## config.mk

```make
export PLATFORM = sky130hd
export DESIGN_NAME = counter_load_scheduler
export DESIGN_NICKNAME = d
export VERILOG_FILES = /design/src/rtl/counter_sched_pkg.sv /design/src/rtl/interval_counter.sv /design/src/rtl/counter_load_scheduler.sv
export SDC_FILE = /design/constraint.sdc
export NUM_CORES = 1
export LEC_CHECK = 0
export CAP_MARGIN = 10
export CORE_MARGIN = 1
export CORE_UTILIZATION = 49
export CTS_CLUSTER_SIZE = 10
export DETAILED_ROUTE_END_ITERATION = 10
export PLACE_DENSITY = 0.86
export SETUP_SLACK_MARGIN = 0.15
export SYNTH_ARGS = -nofsm -noshare
export SYNTH_HDL_FRONTEND = slang
export SYNTH_SLANG_ARGS = --single-unit
```

## constraint.sdc

```tcl
create_clock -name clk -period 4.2 [get_ports clk]
set_clock_uncertainty 0.15 [all_clocks]
set_input_delay 0.42 -clock clk [delete_from_list [all_inputs] [get_ports clk]]
set_output_delay 0.42 -clock clk [all_outputs]
set_load 0.02 [all_outputs]
```

## src/rtl/counter_sched_pkg.sv

```systemverilog
// Shared definitions for the counter load scheduler: default sizes and FSM state encoding.
package counter_sched_pkg;

  localparam int unsigned N_REQ_DEF = 4;
  localparam int unsigned LEN_W_DEF = 4;

  typedef enum logic [1:0] {
    ST_IDLE = 2'd0,
    ST_LOAD = 2'd1,
    ST_RUN  = 2'd2,
    ST_DONE = 2'd3
  } state_e;

endpackage

```

## src/rtl/interval_counter.sv

```systemverilog
// Loadable up-counter for the interval timer; load has priority over enable.
//   clk, reset   : clock, synchronous active-high reset (clears count)
//   load_i       : load load_val_i this cycle
//   load_val_i   : value to load
//   en_i         : increment by one when not loading
//   count_o      : current count
module interval_counter
  import counter_sched_pkg::*;
#(
  parameter int unsigned LEN_W = LEN_W_DEF
) (
  input  logic             clk,
  input  logic             reset,
  input  logic             load_i,
  input  logic [LEN_W-1:0] load_val_i,
  input  logic             en_i,
  output logic [LEN_W-1:0] count_o
);

  logic [LEN_W-1:0] count_q;

  always_ff @(posedge clk) begin
    if (reset) begin
      count_q <= '0;
    end else if (load_i) begin
      count_q <= load_val_i;
    end else if (en_i) begin
      count_q <= count_q + LEN_W'(1);
    end
  end

  assign count_o = count_q;

endmodule

```

## src/rtl/counter_load_scheduler.sv

```systemverilog
// Round-robin scheduler that grants one requester at a time a timed interval of
// len+1 counter cycles, then signals completion.
//   clk, reset : clock, synchronous active-high reset
//   req_i      : per-requester interval request (level)
//   len_i      : packed per-requester interval lengths, LEN_W bits each
//   gnt_o      : one-hot grant pulse (LOAD cycle)
//   done_o     : one-hot completion pulse (DONE cycle)
//   busy_o     : high while not IDLE
//   count_o    : shared counter value
module counter_load_scheduler
  import counter_sched_pkg::*;
#(
  parameter int unsigned N_REQ = N_REQ_DEF,
  parameter int unsigned LEN_W = LEN_W_DEF
) (
  input  logic                   clk,
  input  logic                   reset,
  input  logic [N_REQ-1:0]       req_i,
  input  logic [N_REQ*LEN_W-1:0] len_i,
  output logic [N_REQ-1:0]       gnt_o,
  output logic [N_REQ-1:0]       done_o,
  output logic                   busy_o,
  output logic [LEN_W-1:0]       count_o
);

  localparam int unsigned ID_W = (N_REQ > 1) ? $clog2(N_REQ) : 1;

  state_e           state_q, state_d;
  logic [ID_W-1:0]  rr_ptr_q, rr_ptr_d;
  logic [ID_W-1:0]  id_q, id_d;
  logic [LEN_W-1:0] len_q, len_d;
  logic [N_REQ-1:0] gnt_q, gnt_d;
  logic [N_REQ-1:0] done_q, done_d;
  logic             busy_q, busy_d;

  logic [LEN_W-1:0] len_arr [N_REQ];
  logic [ID_W-1:0]  win_id, cand;
  logic             win_valid;
  logic [LEN_W-1:0] count;
  logic             cnt_load, cnt_en, cnt_max;

  // Unpack the per-requester length slices.
  for (genvar g = 0; g < int'(N_REQ); g++) begin : g_len
    assign len_arr[g] = len_i[g*LEN_W +: LEN_W];
  end

  // Round-robin pick: scan downward in offset so the smallest offset from rr_ptr wins.
  always_comb begin
    win_valid = 1'b0;
    win_id    = '0;
    cand      = '0;
    for (int k = int'(N_REQ) - 1; k >= 0; k--) begin
      cand = ID_W'((int'(rr_ptr_q) + k) % int'(N_REQ));
      if (req_i[cand]) begin
        win_valid = 1'b1;
        win_id    = cand;
      end
    end
  end

  assign cnt_max = (count == {LEN_W{1'b1}});

  // Next-state and next-output logic.
  always_comb begin
    state_d  = state_q;
    rr_ptr_d = rr_ptr_q;
    id_d     = id_q;
    len_d    = len_q;
    gnt_d    = '0;
    done_d   = '0;
    cnt_load = 1'b0;
    cnt_en   = 1'b0;
    case (state_q)
      ST_IDLE: begin
        if (win_valid) begin
          state_d       = ST_LOAD;
          id_d          = win_id;
          len_d         = len_arr[win_id];
          gnt_d[win_id] = 1'b1;
        end
      end
      ST_LOAD: begin
        cnt_load = 1'b1;
        state_d  = ST_RUN;
      end
      ST_RUN: begin
        if (cnt_max) begin
          state_d      = ST_DONE;
          done_d[id_q] = 1'b1;
        end else begin
          cnt_en = 1'b1;
        end
      end
      ST_DONE: begin
        rr_ptr_d = (id_q == ID_W'(N_REQ - 1)) ? '0 : id_q + ID_W'(1);
        state_d  = ST_IDLE;
      end
      default: state_d = ST_IDLE;
    endcase
    busy_d = (state_d != ST_IDLE);
  end

  always_ff @(posedge clk) begin
    if (reset) begin
      state_q  <= ST_IDLE;
      rr_ptr_q <= '0;
      id_q     <= '0;
      len_q    <= '0;
      gnt_q    <= '0;
      done_q   <= '0;
      busy_q   <= 1'b0;
    end else begin
      state_q  <= state_d;
      rr_ptr_q <= rr_ptr_d;
      id_q     <= id_d;
      len_q    <= len_d;
      gnt_q    <= gnt_d;
      done_q   <= done_d;
      busy_q   <= busy_d;
    end
  end

  // Loading all-ones minus len (i.e. ~len) makes the count reach all-ones after len increments.
  interval_counter #(
    .LEN_W (LEN_W)
  ) u_counter (
    .clk        (clk),
    .reset      (reset),
    .load_i     (cnt_load),
    .load_val_i (~len_q),
    .en_i       (cnt_en),
    .count_o    (count)
  );

  assign gnt_o   = gnt_q;
  assign done_o  = done_q;
  assign busy_o  = busy_q;
  assign count_o = count;

endmodule

```

==> qor.yml <==
status:
  status: "complete, no violations"
cts:
  cts_tree: "built"
  ctsResizeCount: 0
  cts_setup_buffers: 0
  insertion_delay_ns: 0.31
  root_buffer: "clkbuf_4"
  cts_buffer_depth: 2
  clk_pin_slew_ns: 0.13
  cts_hold_buf: 0
  cts_buffers: 3
  clock-sinks: 23
  htreeDepth: 1
detailed_routing:
  drt-total-wl_mm: 2.51
  drt_iter0_drc: 17
  antenna_left: 0
  wl_per_cell_um: 14.0
  detail_route.first_pass.iterations: 6
  drc: 0
  vias_per_cell: 5.44
  vias: 974
synthesis:
  common_cells: "dfxtp_1 (23), nor2_1 (13), mux2i_1 (12)"
  edf_count: 0
  yosysChipArea_um2: 1170
  ys.flop_type: "dfxtp_1"
  postSynthCellCount: 116
  ys_warn_count: 0
  ys_sh_simple_pct: 21.1
  syn_nets: 148
  async_flop_share_pct: 0
  largest_area_cell: "dfxtp_1"
  synth_flops: 23
  ys_cells: 116
  synthAdderAreaFrac_pct: 10.7
  most_common_cell: "dfxtp_1"
  synth_area_per_cell_um2: 10.1
  aoi_share_pct: 12.5
  topCellsByArea: "dfxtp_1 (39%), ha_1 (11%), mux2i_1 (10%), nor2_1 (4.2%), a211oi_1 (3.2%)"
  synthXorXnorAreaFrac_pct: 1.50
  top_logic_kind: "simple AND/OR/NAND/NOR gates"
  top_area_share_pct: 39.4
  synth.cell_area_um2: 1170
  mux_share_pct: 10.3
  synth_cell_types: 31
  yosysSeqAreaShare_pct: 39.4
final_layout:
  final_nets: 184
  comb_share_pct: 42.4
  clk_share_pct: 1.70
  numSequentialCells: 23
  largest_class: "combinational gates"
  logic_gates: 82
  nNonClkInverters: 8
  clkbuf_count: 4
  buffers: 34
  regArea_um2: 460
  fill_cells: 176
  seq_share_pct: 29.7
  antennaDiodeCount: 0
  buf_share_pct: 22.0
  logic_area_um2: 656
  drive_gt1_share_pct: 8.61
global_routing:
  grt_pass1_wl_mm: 4.20
  grt_antenna_before_repair: 0
  overflow: 0
  grt_util_all_layers_pct: 21.6
  grt_pass1_vias: 1026
  grt_start_max_net_pins: 18
timing:
  hold_viol: 0
  relSlewSlack_pct: 57.6
  period_used_pct: 47.1
  setup_tns_ns: 0
  setup_viol: 0
  slew_violations: 0
  max_freq_mhz: 505
  period_needed_ns: 1.98
  worst-slew-pin-transition_ns: 0.634
  rsz0062_at_grt: "false"
die:
  tap_cells: 28
  rows: 17
  die_area_um2: 2580
  fp_util_pct: 52.3
  die_h_um: 50.8
  die_x_um: 50.8
worst_setup_path:
  worst-setup-path-type: "primary input to flop"
  cp.required_ns: 4.28
  end_kind: "flop"
  critPathMaxFanout: 17
  startpoint_type: "primary input"
  cp_data_arrival_time_ns: 2.06
  regToRegSetupSlack_ns: 2.38
min_path:
  hold_path_class: "flop to flop"
power:
  power_density_nw_per_um2: 501
  ir_drop_uv: 469
  p_leak_nw: 0.612
placed_design:
  place_congestion: 0.808
  dpl.hpwl_mm: 1.95
flow_run:
  warnings: 33
  cap_viol_max_count: 0
-- layer usage --
layer | GRT usage (%) | part of all wire (%)
met5 | 0 | 0
met4 | 9.26 | 0.40
met3 | 4.46 | 5.0
met2 | 40.9 | 54
met1 | 22.9 | 41
-- flip-flops by register name (all words and copies together), names as in the netlist --
name / count
busy_o: 1
len_q: 4
u_counter.count_o: 4
gnt_o: 4
rr_ptr_q: 2
done_o: 4
id_q: 2
state_q: 2
-- cell usage in the layout (no fill, tap or decap), drive strengths merged --
master and instances:
and2 4, xnor2 2, nor2b 2, clkdlybuf4s50 34, o221ai 4, o22ai 1, dfxtp 23, a21o 1
or4 1, nand3 3, clkbuf 4, nor3b 1, a211oi 7, and3 1, nor2 14, o31ai 1
o21a 1, ha 10, nand2b 4, a21oi 2, o22a 1, inv 8, mux2i 12, nor3 3
nand3b 4, nand2 3
-- through the flow --
stage	power, W	cells	setup slack (ns)	hold slack [ns]	instance area (um^2)
detailed placement	0.000671	175	1.89	0.290	1520
global placement	0.000653	175	1.97	0.290	1520
finish	0.000775	179	2.22	0.322	1550
floorplan	0.000548	116	2.49	0.263	1170
CTS	0.000776	179	2.25	0.306	1550
global route	0.000820	179	2.15	0.352	1550
-- final timing paths --
path                        startpoint                   end  cells after the start
hold / removal                len_q[2]  u_counter.count_o[2]                      1
setup / recovery                 reset                busy_o                      5
setup reg to reg  u_counter.count_o[1]                busy_o                      6
hold reg to reg               len_q[2]  u_counter.count_o[2]                      1
-- where the power goes --
part	internal, W	total (W)	switching, W
clock	0.0000371	0.000103	0.0000655
combinational	0.000164	0.000350	0.000187
sequential	0.000274	0.000322	0.0000486
-- worst max-delay path, stage by stage --
cell and delay (ns):
clkdlybuf4s50_1 0.73, nor3b_2 0.42, nor2b_1 0.21, a211oi_2 0.07, o31ai_1 0.21
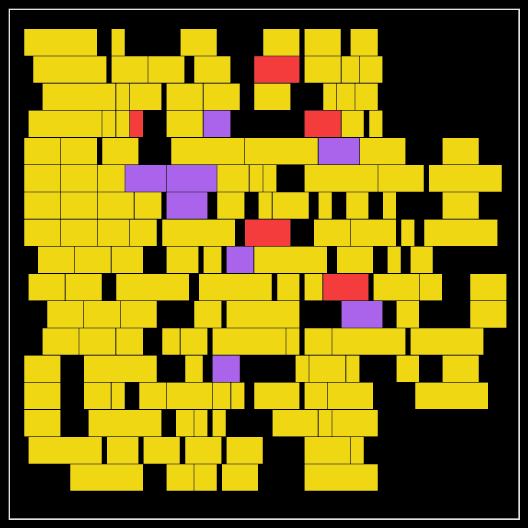
(cells by drive strength)
Scale: 10 px per um.
| colour | size | cells | share |
|---|---|---|---|
| yellow | x1 and smaller | 138 | 91% |
| red | x2 | 5 | 3.3% |
| purple | x3 and x4 | 8 | 5.3% |
P&R area growth vs syn: 32.4%
final setup margin: 2.22 ns

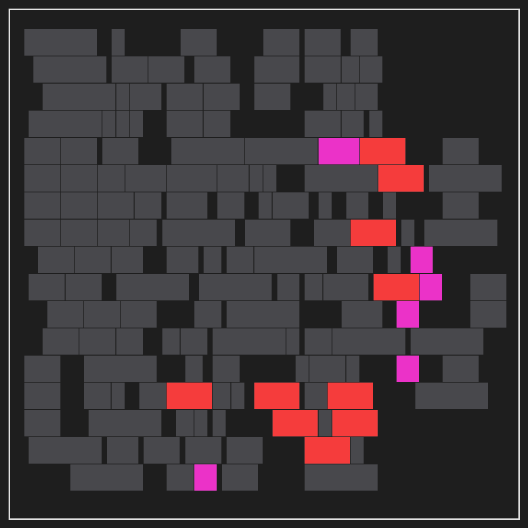
(gate-type map)
Scale: 10 px per um.
| colour | family | cells |
|---|---|---|
| magenta | and/or cells | 6 |
| red | fa/ha/maj cells | 10 |

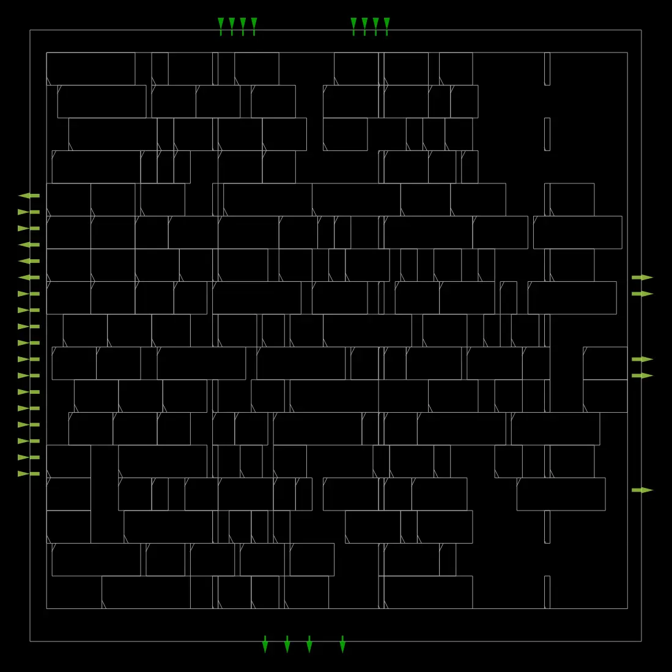
(placement view)
Final Util: 69.3%
core area: 2230 um^2

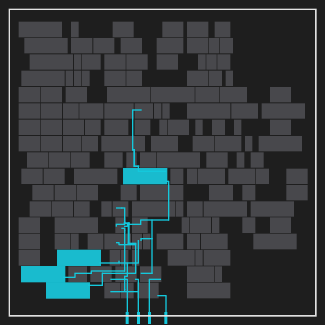
(wires at chosen ports, followed through buffers)
Scale: 6 px per um.
| colour | port | direction | end cells | buffers | wire |
|---|---|---|---|---|---|
| cyan | count_o | output | 4 | 4 | 140 um |
# IOs: 35
Port Buffers: 34

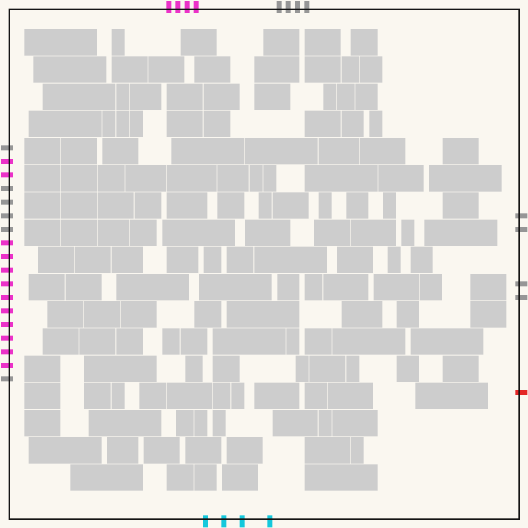
(I/O pins on the die edge)
Scale: 10 px per um. Pins as bars across the die edge, other pins in grey.
| colour | port | pins | direction | edge |
|---|---|---|---|---|
| magenta | len_i | 16 | input | 12 west, 4 north |
| red | busy_o | 1 | output | east |
| cyan | count_o | 4 | output | south |
all pins by edge: 18 west, 8 north, 5 east, 4 south

No activity file was given, so power comes from the tool's default toggle rates.
